[src/rtl/fetch_pkg.sv]
// Shared encodings for the instruction fetch stage: PC-source selects,
// FSM states, the reset instruction and the default reset PC.
package fetch_pkg;

  localparam logic [1:0] PC_SEQ  = 2'b00;
  localparam logic [1:0] PC_BR   = 2'b01;
  localparam logic [1:0] PC_JAL  = 2'b10;
  localparam logic [1:0] PC_JALR = 2'b11;

  localparam logic [31:0] NOP_INST         = 32'h0000_0013;
  localparam logic [31:0] RESET_PC_DEFAULT = 32'h0000_0000;

  typedef enum logic [1:0] {
    ST_IDLE  = 2'd0,
    ST_REQ   = 2'd1,
    ST_HOLD  = 2'd2,
    ST_FAULT = 2'd3
  } fetch_state_t;

endpackage

[src/rtl/npc_gen.sv]
// Combinational next-PC generation: sequential/branch/jal/jalr select,
// 32-bit modulo adders and the misaligned-target flag.
module npc_gen
  import fetch_pkg::*;
(
  input  logic [31:0] pc,
  input  logic [1:0]  pc_src,
  input  logic        branch_taken,
  input  logic [31:0] br_imm,
  input  logic [31:0] jalr_base,
  output logic [31:0] pc_plus4,
  output logic [31:0] next_pc,
  output logic        misaligned
);

  logic [31:0] br_target;

  assign pc_plus4  = pc + 32'd4;
  assign br_target = pc + br_imm;

  always_comb begin
    next_pc = pc_plus4;
    case (pc_src)
      PC_SEQ:  next_pc = pc_plus4;
      PC_BR:   next_pc = branch_taken ? br_target : pc_plus4;
      PC_JAL:  next_pc = br_target;
      PC_JALR: next_pc = jalr_base & ~32'd1;
      default: next_pc = pc_plus4;
    endcase
  end

  assign misaligned = |next_pc[1:0];

endmodule

[src/rtl/fetch_unit.sv]
// Instruction fetch stage: owns the PC, requests words over req/ready,
// holds each instruction until retire, then advances to the selected next PC.
//
// state    | meaning
// ---------+---------------------------------------------------------
// ST_IDLE  | one cycle after reset release, no request
// ST_REQ   | imem_req high at pc, waiting for imem_ready
// ST_HOLD  | inst valid for the core, waiting for retire
// ST_FAULT | misaligned target taken, sticky until reset
module fetch_unit
  import fetch_pkg::*;
#(
  parameter logic [31:0] RESET_PC = RESET_PC_DEFAULT
) (
  input  logic        clk,
  input  logic        rst_n,
  output logic        imem_req,
  output logic [31:0] imem_addr,
  input  logic        imem_ready,
  input  logic [31:0] imem_rdata,
  input  logic [1:0]  cu_PC_src,
  input  logic        branch_taken,
  input  logic [31:0] br_imm,
  input  logic [31:0] jalr_base,
  input  logic        retire,
  output logic [31:0] inst,
  output logic        inst_valid,
  output logic [31:0] pc,
  output logic [31:0] pc_plus4,
  output logic [6:0]  opcode,
  output logic [2:0]  funct3,
  output logic [6:0]  funct7,
  output logic        fetch_fault
);

  fetch_state_t state_q;
  logic [31:0]  pc_q;
  logic [31:0]  inst_q;
  logic         req_q;
  logic         valid_q;
  logic         fault_q;
  logic [31:0]  pc_d;
  logic         misaligned;

  npc_gen u_npc_gen (
    .pc           (pc_q),
    .pc_src       (cu_PC_src),
    .branch_taken (branch_taken),
    .br_imm       (br_imm),
    .jalr_base    (jalr_base),
    .pc_plus4     (pc_plus4),
    .next_pc      (pc_d),
    .misaligned   (misaligned)
  );

  // Outputs are registered alongside the state so no input reaches them combinationally.
  always_ff @(posedge clk or negedge rst_n) begin
    if (!rst_n) begin
      state_q <= ST_IDLE;
      pc_q    <= RESET_PC;
      inst_q  <= NOP_INST;
      req_q   <= 1'b0;
      valid_q <= 1'b0;
      fault_q <= 1'b0;
    end else begin
      case (state_q)
        ST_IDLE: begin
          state_q <= ST_REQ;
          req_q   <= 1'b1;
        end
        ST_REQ: begin
          if (imem_ready) begin
            inst_q  <= imem_rdata;
            state_q <= ST_HOLD;
            req_q   <= 1'b0;
            valid_q <= 1'b1;
          end
        end
        ST_HOLD: begin
          if (retire) begin
            pc_q    <= pc_d;
            valid_q <= 1'b0;
            if (misaligned) begin
              state_q <= ST_FAULT;
              fault_q <= 1'b1;
            end else begin
              state_q <= ST_REQ;
              req_q   <= 1'b1;
            end
          end
        end
        ST_FAULT: begin
          state_q <= ST_FAULT;
        end
        default: begin
          state_q <= ST_IDLE;
          req_q   <= 1'b0;
          valid_q <= 1'b0;
        end
      endcase
    end
  end

  assign imem_req    = req_q;
  assign imem_addr   = pc_q;
  assign pc          = pc_q;
  assign inst        = inst_q;
  assign inst_valid  = valid_q;
  assign fetch_fault = fault_q;
  assign opcode      = inst_q[6:0];
  assign funct3      = inst_q[14:12];
  assign funct7      = inst_q[31:25];

endmodule
[config.mk]
export PLATFORM = sky130hd
export DESIGN_NAME = fetch_unit
export DESIGN_NICKNAME = d
export VERILOG_FILES = /design/src/rtl/fetch_pkg.sv /design/src/rtl/npc_gen.sv /design/src/rtl/fetch_unit.sv
export SDC_FILE = /design/constraint.sdc
export NUM_CORES = 1
export LEC_CHECK = 0
export CAP_MARGIN = 20
export CORE_MARGIN = 5
export CORE_UTILIZATION = 39
export DETAILED_ROUTE_END_ITERATION = 10
export PLACE_DENSITY_LB_ADDON = 0.3
export SYNTH_ARGS = -nofsm -noshare
export SYNTH_HDL_FRONTEND = slang
export SYNTH_SLANG_ARGS = --single-unit
[constraint.sdc]
create_clock -name clk -period 2.8 [get_ports clk]
set_input_delay 0.56 -clock clk [delete_from_list [all_inputs] [get_ports clk]]
set_output_delay 0.56 -clock clk [all_outputs]
set_load 0.01 [all_outputs]
==> qor.csv, run 1 <==
metric,value,unit
outcome,"finished, violations left",
violations,setup timing,
coreArea,0.01442,mm^2
clockBufferDepth,2,
synthTopCellsByArea,"dfrtp_1 29%, ha_1 7.0%, buf_4 6.9%, mux2_2 6.5%, xnor2_1 5.1%",
hold_buffers,0,
syn_inst,641,
vias,6312,
finalCritPeriodShare,100.6,%
fin_ws,-0.01816,ns
cts_htree_levels,3,
cp_max_fo,3,
lay_top_count,clkdlybuf4s50_1,
maxSlewViolCount,0,
grt_max_degree,70,
diodes,0,
drt-total-wl,22100,um
yosys-stat-area,0.005695,mm^2
avgViaCountPerCell,5.376,
ios,251,
hold_viol,0,
netlist.top_cell.by_area,dfrtp_1,
row_count,44,
dp_cells,1141,
finClkSkew,0.008893,ns
first_global_vias,6524,
syn-num-nets,777,
yosys.area_share.simple,14.87,%
clock_sinks,69,
drc,0,
end_kind,flop,
grt_pass1_wl,33450,um
grt_overflow,0,
critPathKind,in2reg,
hpwl,16470,um
ys_cells,641,
maxCapViolations,0,
ff_type,dfrtp_1,
synthXorXnorAreaFrac,7.821,%
cts_tree,built,
drive_gt1_share,31.72,%
aoi_share,22.36,%
critical_path_required,3.02,ns
edf_count,0,
relSlewSlack,36.17,%
fp_util,39.49,%
ys.flops,69,
clock_latency,0.35,ns
openroad.warnings,29,
cellPowerDensity,1103,mW/mm^2
post_dp_cell_area,0.009121,mm^2
die_w,130.8,um
routedWlPerCell,18.82,um
max_stage_delay,0.37,ns
maxClockFrequency,0.3548,GHz
nNetsFinal,1121,
clk_pin_slew,0.06,ns
firstDrtPassIters,6,
crit_buf_inv,2,
cpMostUsedCell,a21oi_2,
setup_viol,3,
p_leak,4.332,nW
cts_made_buffers,9,
common_cells,"66 x dfrtp_1, 62 x nand2_1, 52 x buf_4",
ant_nets,0,
gp_congestion,0.9585,
antenna_found_initial,0,
critPathTopFamily,AND-OR/OR-AND gates,
yosysMostFrequentCell,dfrtp_1,
min_path_type,in2async,
design_power_total,10.97,mW
area_delta_synth_final,74.56,%
vdd_drop_max,0.5531,mV
synth_cell_type_count,71,
cp_data_arrival_time,3.04,ns
critical-path-slowest-cell,fa_2,
syn_area,0.005695,mm^2
start_kind,primary input,
tightest_slew,0.9574,ns
lay_top_cells,"206 x clkdlybuf4s50_1, 153 x buf_4, 61 x dfrtp_1",
ys_seq_share,30.38,%
design_area,0.009942,mm^2
avgSynthCellArea,8.885,um^2
grtUsageTotal,24.73,%
root_buffer,clkbuf_16,
rsz0062_at_grt,true,
fin_crit,2.818,ns
die_area,0.01712,mm^2
port_buffers,249,
drt-initial-drc-count,444,
adder_share,7.381,%
fin_setup_tns,-0.04564,ns
synthArstFlopShare,100.0,%
ys_sh_mux,7.403,%
ys_warn_count,0,
cp_cell_sequence,"clkdlybuf4s15_1, buf_4, fa_2, a21oi_2, o21ai_2, a21oi_2, o31ai_4, and4_4, o31ai_4, a21oi_2, a211oi_2, mux2i_1, o21ai_2",
top_area_share,29.00,%
logic_family,AND-OR/OR-AND gates,
die_h,130.8,um
[run 1: layer usage]
| layer | vias to the layer above | part of all wire [%] | track usage [%] |
|---|---|---|---|
| li1 | 2983 | - | - |
| met1 | 3037 | 40 | 31.59 |
| met2 | 255 | 51 | 42.33 |
| met3 | 37 | 6.6 | 3.618 |
| met4 | 0 | 2.5 | 9.256 |
| met5 | - | 0 | 0 |
[run 1: worst paths after layout]
check,startpoint,to,slack [ns],cells past startpoint
max,br_imm[1],imem_addr[30],-0.02,13
min,rst_n,imem_addr[16],0.34,1
max reg2reg,imem_addr[1],imem_addr[30],-0.01,12
min reg2reg,inst_valid,inst_valid,0.48,2
max in group asynchronous,rst_n,imem_addr[26],1.81,1
min in group clk,inst_valid,inst_valid,0.48,2
[run 1: registers in the layout, summed over array words and instances (netlist names)]
register and count:
imem_addr 32, imem_req 1, inst 32, inst_valid 1
fetch_fault 1, state_q 2
[run 1: worst register-to-register path, cell delays in order (launching register included)]
cell      delay (ns)
dfrtp_1         0.42
buf_6           0.15
fa_2            0.40
a21oi_2         0.22
o21ai_2         0.09
a21oi_2         0.22
o31ai_4         0.13
and4_4          0.19
o31ai_4         0.18
a21oi_2         0.11
a211oi_2        0.26
mux2i_1         0.26
o21ai_2         0.06
[run 1: cell families after synthesis]
group | Yosys count
AND-OR/OR-AND | 180
AND/OR/NAND/NOR | 177
buffers and inverters | 94
flip-flops | 69
XOR/XNOR | 50
multiplexers | 38
adder cells (fa/ha/maj) | 33
[run 1: layout make-up]
cell class	count	area, um^2	share of cell area [%]
clock buffer	9	225.2	2.265
clock inverter	7	51.30	0.5160
inverter	15	56.30	0.5663
multi-input combinational	478	3920	39.43
sequential	69	1737	17.47
tap	184	230.2	2.316
timing repair buffer	412	3722	37.44
[run 1: metrics by stage]
| step | hold slack, ns | setup WS [ns] | util, % |
|---|---|---|---|
| 2_1_floorplan | 0.2644 | 0.01291 | - |
| 3_3_place_gp | 0.4610 | -0.5576 | 63.24 |
| 3_5_place_dp | 0.4679 | -0.6110 | 63.24 |
| 4_1_cts | 0.4010 | -0.07110 | 66.74 |
| 5_1_grt | 0.4476 | -0.1256 | 68.93 |
| 6_report | 0.3364 | -0.01816 | 68.93 |
[run 1: power by group]
| part | internal, mW | total [mW] | switching (mW) | leakage, nW |
|---|---|---|---|---|
| Sequential | 1.50 | 1.97 | 0.470 | 0.806 |
| Clock | 0.603 | 1.10 | 0.494 | 0.132 |
| Combinational | 4.39 | 7.90 | 3.51 | 3.39 |
[run 1: timing repair]
item                                    4_1_cts  5_1_grt
resized                                      81       63
endpoints found under the setup margin       33       33
pin swaps                                    31       38
buffers inserted                              7       11
==> run_1/placement_by_type.png <==
Scale: 2 px per um.
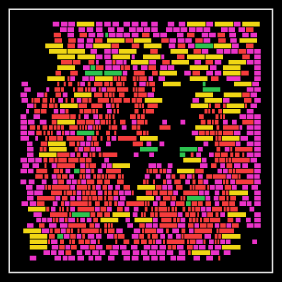
yellow -> sequential cells  # cells 69, share of their area 18%
green -> clock drivers and dummy loads  # cells 16, share of their area 2.8%
magenta -> remaining buffers and delay cells  # cells 412, share of their area 38%
red -> combinational and other logic  # cells 493, share of their area 41%

==> run_1/wires.png <==
Scale: 3 px per um. Only two layers are drawn.
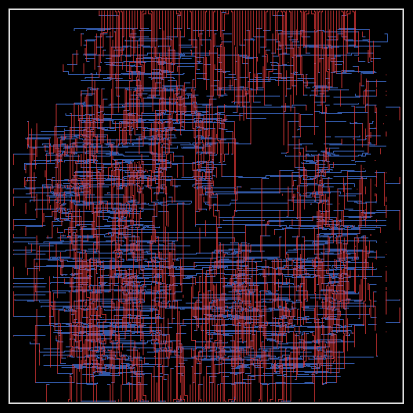
blue -> metal 1  # wire length 8,890 um
red -> metal 2  # wire length 11,200 um

==> run_1/placement.png <==
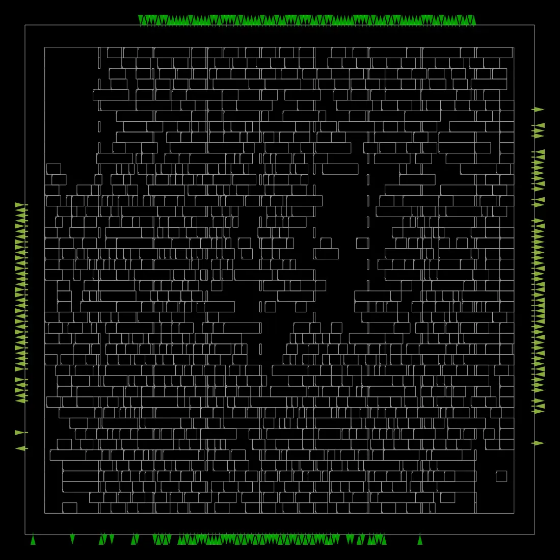
seq_cells: 69
number of fill cells in the layout: 1,098
Tap Cells: 184
fin cells: 1,174
fin util: 68.93%

--- run 2 (diff from run 1) ---
SLEW_MARGIN = 20   (was not set)
==> run_2/placement_by_type.png <==
Scale: 2 px per um.
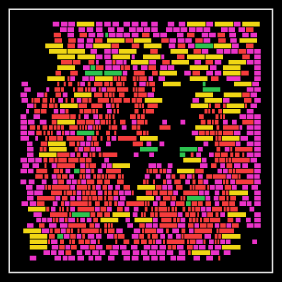
magenta -> remaining buffers and delay cells  # cells 412, share of their area 38%
red -> combinational and other logic  # cells 493, share of their area 41%
green -> clock drivers and dummy loads  # cells 16, share of their area 2.8%
yellow -> sequential cells  # cells 69, share of their area 18%
Seq/total area: 17.47%
fin area: 0.009942 mm^2
Rows: 44

==> run_2/placement.png <==
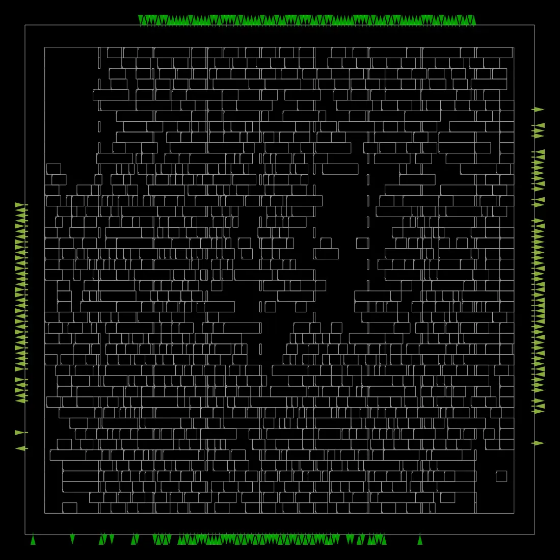
core area: 0.01442 mm^2

==> qor.csv, run 2 <==
metric,value,unit,change
outcome,"finished, violations left",,unchanged
violations,setup timing,,unchanged
clock_sinks,69,,unchanged
top_area_share,29.00,%,unchanged
vias,6312,,unchanged
fin_util,68.93,%,unchanged
fin_crit,2.818,ns,unchanged
lay_top_count,clkdlybuf4s50_1,,unchanged
end_kind,flop,,unchanged
yosysMostFrequentCell,dfrtp_1,,unchanged
syn-num-nets,777,,unchanged
cellPowerDensity,1103,mW/mm^2,unchanged
grt_pass1_wl,33450,um,unchanged
min_path_type,in2async,,unchanged
ys_seq_share,30.38,%,unchanged
port_buffers,249,,unchanged
reg2reg_slack,-0.01,ns,about the same
avgViaCountPerCell,5.376,,unchanged
antenna_found_initial,0,,unchanged
lay_top_cells,"206 x clkdlybuf4s50_1, 153 x buf_4, 61 x dfrtp_1",,unchanged
drc,0,,unchanged
yosys-stat-area,0.005695,mm^2,unchanged
maxSlewViolCount,0,,unchanged
die_h,130.8,um,unchanged
setup_viol,3,,unchanged
clk_pin_slew,0.06,ns,about the same
grt_overflow,0,,unchanged
reg2reg_from,imem_addr[1],,unchanged
nNetsFinal,1121,,unchanged
finalCritPeriodShare,100.6,%,unchanged
ys.flops,69,,unchanged
r2r_cells,12,,unchanged
relSlewSlack,36.17,%,unchanged
hpwl,16470,um,unchanged
critPathLaunch,br_imm[1],,unchanged
die_w,130.8,um,unchanged
firstDrtPassIters,6,,unchanged
vdd_drop_max,0.5531,mV,unchanged
fin_ws,-0.01816,ns,unchanged
dp_slack,-0.6110,ns,unchanged
ant_nets,0,,unchanged
drive_gt1_share,31.72,%,unchanged
drt-initial-drc-count,444,,unchanged
maxCapViolations,0,,unchanged
critical_path_required,3.02,ns,about the same
cp_data_arrival_time,3.04,ns,about the same
cts_made_buffers,9,,unchanged
maxClockFrequency,0.3548,GHz,unchanged
p_leak,4.332,nW,unchanged
gp_congestion,0.9585,,unchanged
area_delta_synth_final,74.56,%,unchanged
endpoint,imem_addr[30],,unchanged
r2r-end,imem_addr[30],,unchanged
drt-total-wl,22100,um,unchanged
fp_util,39.49,%,unchanged
rsz0062_at_grt,true,,unchanged
routedWlPerCell,18.82,um,unchanged
root_buffer,clkbuf_16,,unchanged
finClkSkew,0.008893,ns,unchanged
cts_tree,built,,unchanged
ios,251,,unchanged
start_kind,primary input,,unchanged
first_global_vias,6524,,unchanged
diodes,0,,unchanged
cts_htree_levels,3,,unchanged
ys_cells,641,,unchanged
hold_viol,0,,unchanged
ys_warn_count,0,,unchanged
netlist.top_cell.by_area,dfrtp_1,,unchanged
cp_max_fo,3,,unchanged
critPathKind,in2reg,,unchanged
clock_latency,0.35,ns,about the same
ff_type,dfrtp_1,,unchanged
edf_count,0,,unchanged
avgSynthCellArea,8.885,um^2,unchanged
num-fill-cells,1098,,unchanged
synth_cell_type_count,71,,unchanged
grtUsageTotal,24.73,%,unchanged
synthArstFlopShare,100.0,%,unchanged
clockBufferDepth,2,,unchanged
syn_area,0.005695,mm^2,unchanged
common_cells,"66 x dfrtp_1, 62 x nand2_1, 52 x buf_4",,unchanged
tightest_slew,0.9574,ns,unchanged
fin_setup_tns,-0.04564,ns,unchanged
die_area,0.01712,mm^2,unchanged
syn_inst,641,,unchanged
openroad.warnings,29,,unchanged
grt_max_degree,70,,unchanged
synthTopCellsByArea,"dfrtp_1 29%, ha_1 7.0%, buf_4 6.9%, mux2_2 6.5%, xnor2_1 5.1%",,unchanged
==> run_2/flops_by_reg.png <==
Scale: 4 px per um. Other sequential cells in the stronger gray, the rest of the logic in the fainter gray.
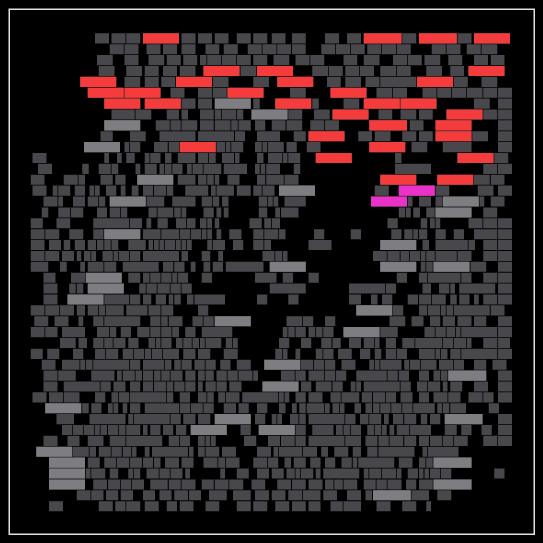
magenta -> state_q  # flops 2
red -> inst  # flops 32, where a band across the top
not colored = 35
seq pwr: 1.97 mW
Register Area: 0.001737 mm^2

-- run 2: per-stage QoR --
step | cells | power (mW) | area, um^2 | hold WS (ns)
2_1_floorplan | 641 | 5.722 | 5782 | 0.2644
3_3_place_gp | 1141 | 9.091 | 9121 | 0.4610
3_5_place_dp | 1141 | 9.243 | 9121 | 0.4679
4_1_cts | 1164 | 10.59 | 9627 | 0.4010
5_1_grt | 1174 | 11.66 | 9942 | 0.4476
6_report | 1174 | 10.97 | 9942 | 0.3364
-- run 2: report_power, final --
part / internal [mW] / total (mW) / switching (mW)
clock: 0.603 / 1.10 / 0.494
combinational: 4.39 / 7.90 / 3.51
sequential: 1.50 / 1.97 / 0.470
total: 6.50 / 11.0 / 4.47
-- run 2: timing repair --
item | in CTS | in global routing
setup buffers | 7 | 11
endpoints found under the setup margin | 33 | 33
hold buffers | 0 | 0
pin swaps | 31 | 38
gates resized | 81 | 63
gates cloned | 0 | 0
-- run 2: logic make-up (layout without fill, tap and decap cells) --
logic type,count (synthesis),in the layout,share of synthesized area [%]
fa+ha+maj,33,33,7.381
flops,69,69,30.38
buf+inv,94,443,9.776
compound gates,180,180,22.36
xor+xnor,50,50,7.821
simple gates,177,177,14.87
mux,38,38,7.403
-- run 2: area by class of cell --
type	count	area, um^2	area share (%)
Clock buffer	9	225.2	2.265
Clock inverter	7	51.30	0.5160
Inverter	15	56.30	0.5663
Multi-Input combinational cell	478	3920	39.43
Sequential cell	69	1737	17.47
Tap cell	184	230.2	2.316
Timing Repair Buffer	412	3722	37.44
-- run 2: worst min-delay path by stage --
| stage | start | endpoint | slack (ns) | cells past startpoint |
|---|---|---|---|---|
| final | rst_n | imem_addr[16] | 0.34 | 1 |
| after global routing | rst_n | imem_addr[19] | 0.45 | 1 |
| after CTS | rst_n | imem_addr[20] | 0.40 | 1 |
| after detailed placement | fetch_fault | fetch_fault | 0.47 | 1 |
| after global placement | inst_valid | inst_valid | 0.46 | 2 |
| after floorplan | rst_n | fetch_fault | 0.26 | 0 |
-- run 2: worst max-delay path: stages --
cell	delay [ns]
clkdlybuf4s15_1	0.22
buf_4	0.16
fa_2	0.37
a21oi_2	0.22
o21ai_2	0.09
a21oi_2	0.22
o31ai_4	0.13
and4_4	0.19
o31ai_4	0.18
a21oi_2	0.11
a211oi_2	0.26
mux2i_1	0.26
o21ai_2	0.06
-- run 2: metal layers --
metal	up-vias	wire length (um)	track usage [%]
met5	-	0	0
li1	2983	-	-
met1	3037	8893	31.59
met2	255	11190	42.33
met4	0	552	9.256
met3	37	1462	3.618
--- run 3 (diff from run 2) ---
CAP_MARGIN = 30   (was 20)
==> run_3/placement_by_type.png <==
Scale: 2 px per um.
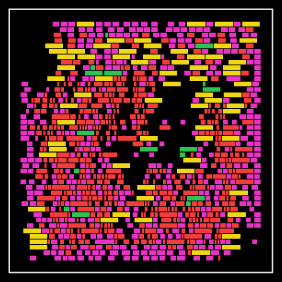
green -> clock drivers and dummy loads  # cells 16, share of their area 2.8%
yellow -> sequential cells  # cells 69, share of their area 18%
red -> combinational and other logic  # cells 493, share of their area 41%
magenta -> remaining buffers and delay cells  # cells 414, share of their area 39%

==> run_3/flops_by_reg.png <==
Scale: 4 px per um. Other sequential cells in the stronger gray, the rest of the logic in the fainter gray.
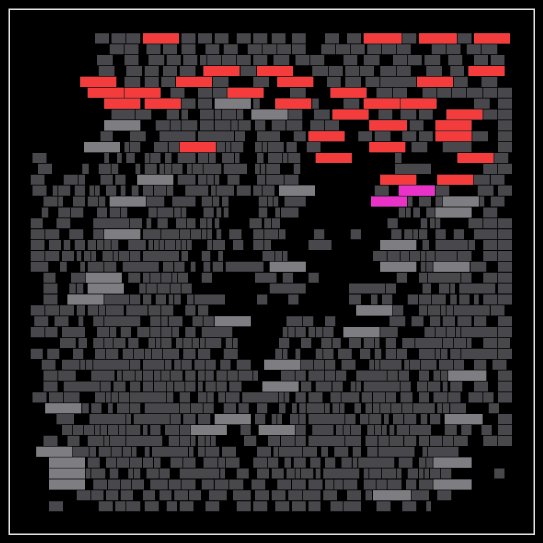
red -> inst  # flops 32, where a band across the top
magenta -> state_q  # flops 2
not colored = 35

==> qor.csv, run 3 <==
metric,value,unit,change
outcome,"finished, violations left",,unchanged
violations,setup timing,,unchanged
hold_viol,0,,unchanged
ys_seq_share,30.38,%,unchanged
cp_data_arrival_time,3.04,ns,about the same
drt-initial-drc-count,410,,was 444
syn-num-nets,777,,unchanged
finalCritPeriodShare,100.7,%,was 100.6%
critPathLaunch,br_imm[1],,unchanged
tightest_slew,0.4466,ns,was 0.9574 ns
openroad.warnings,29,,unchanged
yosysMostFrequentCell,dfrtp_1,,unchanged
drive_gt1_share,31.85,%,was 31.72%
synth_cell_type_count,71,,unchanged
cts_tree,built,,unchanged
grtUsageTotal,24.73,%,unchanged
post_dp_cell_area,0.009121,mm^2,unchanged
grtUsageMet2,42.33,%,unchanged
end_kind,flop,,unchanged
diodes,0,,unchanged
lay_top_cells,"206 x clkdlybuf4s50_1, 154 x buf_4, 61 x dfrtp_1",,"was 206 x clkdlybuf4s50_1, 153 x buf_4, 61 x dfrtp_1"
netlist.top_cell.by_area,dfrtp_1,,unchanged
cp_max_fo,3,,unchanged
lay_top_count,clkdlybuf4s50_1,,unchanged
ys_warn_count,0,,unchanged
clk_pin_slew,0.07,ns,was 0.06 ns
cts_made_buffers,9,,unchanged
ys.flops,69,,unchanged
clock_latency,0.35,ns,about the same
syn_inst,641,,unchanged
ios,251,,unchanged
grt_max_degree,70,,unchanged
cts_htree_levels,3,,unchanged
design_area,0.009977,mm^2,was 0.009942 mm^2
clockBufferDepth,2,,unchanged
fp_util,39.49,%,unchanged
clock_sinks,69,,unchanged
vdd_drop_max,0.5706,mV,was 0.5531 mV
final_cells,1176,,"was 1,174"
coreArea,0.01442,mm^2,unchanged
critical-path-slowest-cell,fa_2,,unchanged
die_h,130.8,um,unchanged
gp_congestion,0.9585,,unchanged
grt_overflow,0,,unchanged
grt_pass1_wl,33450,um,unchanged
fin_ws,-0.02049,ns,was -0.01816 ns
first_global_vias,6524,,unchanged
drc,0,,unchanged
yosys-stat-area,0.005695,mm^2,unchanged
row_count,44,,unchanged
critPathTopFamily,AND-OR/OR-AND gates,,unchanged
reg2reg_from,imem_addr[1],,unchanged
whs,0.1125,ns,was 0.3364 ns
avgViaCountPerCell,5.380,,was 5.376
r2r_cells,12,,unchanged
die_w,130.8,um,unchanged
routedWlPerCell,18.86,um,was 18.82 um
die_area,0.01712,mm^2,unchanged
cpMostUsedCell,a21oi_2,,unchanged
ff_type,dfrtp_1,,unchanged
max_stage_delay,0.37,ns,about the same
port_buffers,249,,unchanged
maxSlewViolCount,0,,unchanged
ys_cells,641,,unchanged
antenna_found_initial,0,,unchanged
root_buffer,clkbuf_16,,unchanged
crit_buf_inv,2,,unchanged
dp_cells,1141,,unchanged
use_met3,3.618,%,unchanged
critPathKind,in2reg,,unchanged
cp.depth,13,,unchanged
nNetsFinal,1123,,"was 1,121"
setup_viol,3,,unchanged
area_delta_synth_final,75.18,%,was 74.56%
critical_path_required,3.02,ns,about the same
cellPowerDensity,1101,mW/mm^2,was 1103 mW/mm^2
fin_setup_tns,-0.03399,ns,was -0.04564 ns
rsz0062_at_grt,true,,unchanged
maxCapViolations,0,,unchanged
cp_cell_sequence,"clkdlybuf4s15_1, buf_4, fa_2, a21oi_2, o21ai_2, a21oi_2, o31ai_4, and4_4, o31ai_4, a21oi_2, a211oi_2, mux2i_1, o21ai_2",,unchanged
p_leak,4.350,nW,was 4.332 nW
common_cells,"66 x dfrtp_1, 62 x nand2_1, 52 x buf_4",,unchanged
==> run_3/layer_met3.png <==
Scale: 3 px per um.
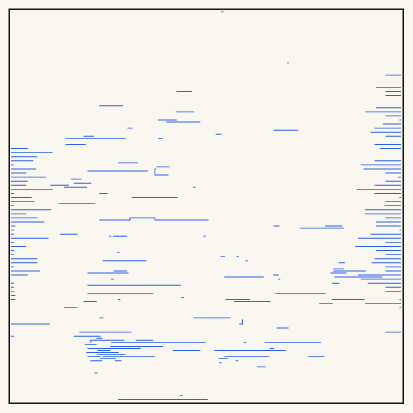
nets with wire on the layer = 158
longest straight run = 31.3 um
share of all routed wire = 5.9%
wire length on this layer = 1,310 um
main direction = horizontal

run 3: cell counts after synthesis:
Identical to the previous run, type by type.
run 3: through the flow:
step | util, % | total power, mW
after floorplan | - | 5.722
after global placement | 63.24 | 9.091
after detailed placement | 63.24 | 9.243
after CTS | 66.74 | 10.59
after global routing | 69.17 | 11.68
final | 69.17 | 10.98
run 3: final timing paths:
check | slack (ns) | endpoint
max | -0.02 | imem_addr[30]
min | 0.11 | imem_addr[20]
max reg2reg | -0.01 | imem_addr[30]
min reg2reg | 0.48 | inst_valid
max in group asynchronous | 2.08 | inst[0]
min in group clk | 0.48 | inst_valid
run 3: worst register-to-register path, cell delays in order (launching register included):
cell	delay, ns
dfrtp_1	0.42
buf_6	0.15
fa_2	0.40
a21oi_2	0.23
o21ai_2	0.09
a21oi_2	0.22
o31ai_4	0.13
and4_4	0.19
o31ai_4	0.18
a21oi_2	0.11
a211oi_2	0.26
mux2i_1	0.26
o21ai_2	0.06
run 3: final cells by class:
| class | instances | area (um^2) |
|---|---|---|
| Inverter | 15 | 56.30 |
| Clock inverter | 7 | 51.30 |
| Clock buffer | 9 | 225.2 |
| Tap cell | 184 | 230.2 |
| Multi-Input combinational cell | 478 | 3920 |
| Fill cell | 1088 | 4447 |
| Timing Repair Buffer | 414 | 3757 |
| Sequential cell | 69 | 1737 |
run 3: power by group:
part           switching [mW]  internal (mW)
Clock                   0.489          0.603
Combinational            3.51           4.40
Sequential              0.472           1.50
run 3: logic make-up after synthesis:
| family | share of synthesized area [%] |
|---|---|
| AOI/OAI and AO/OA | 22.36 |
| xor gates and xnor gates | 7.821 |
| adders and majority gates | 7.381 |
| buffers and inverters | 9.776 |
| DFF | 30.38 |
| muxes | 7.403 |
| and+or+nand+nor | 14.87 |
run 3: metal layers:
layer | up-vias | routed length [um] | part of all wire (%)
met5 | - | 0 | 0
met4 | 0 | 524 | 2.4
met3 | 38 | 1312 | 5.9
met2 | 259 | 11250 | 51
met1 | 3044 | 9096 | 41
li1 | 2986 | - | -
run 3: timing repair:
item | 4_1_cts | 5_1_grt
hold buffers | 0 | 0
cloned | 0 | 0
setup endpoints to repair | 33 | 33
resized | 81 | 63
pin swaps | 31 | 38
setup buffers | 7 | 12
No activity file was given, so power comes from the tool's default toggle rates.
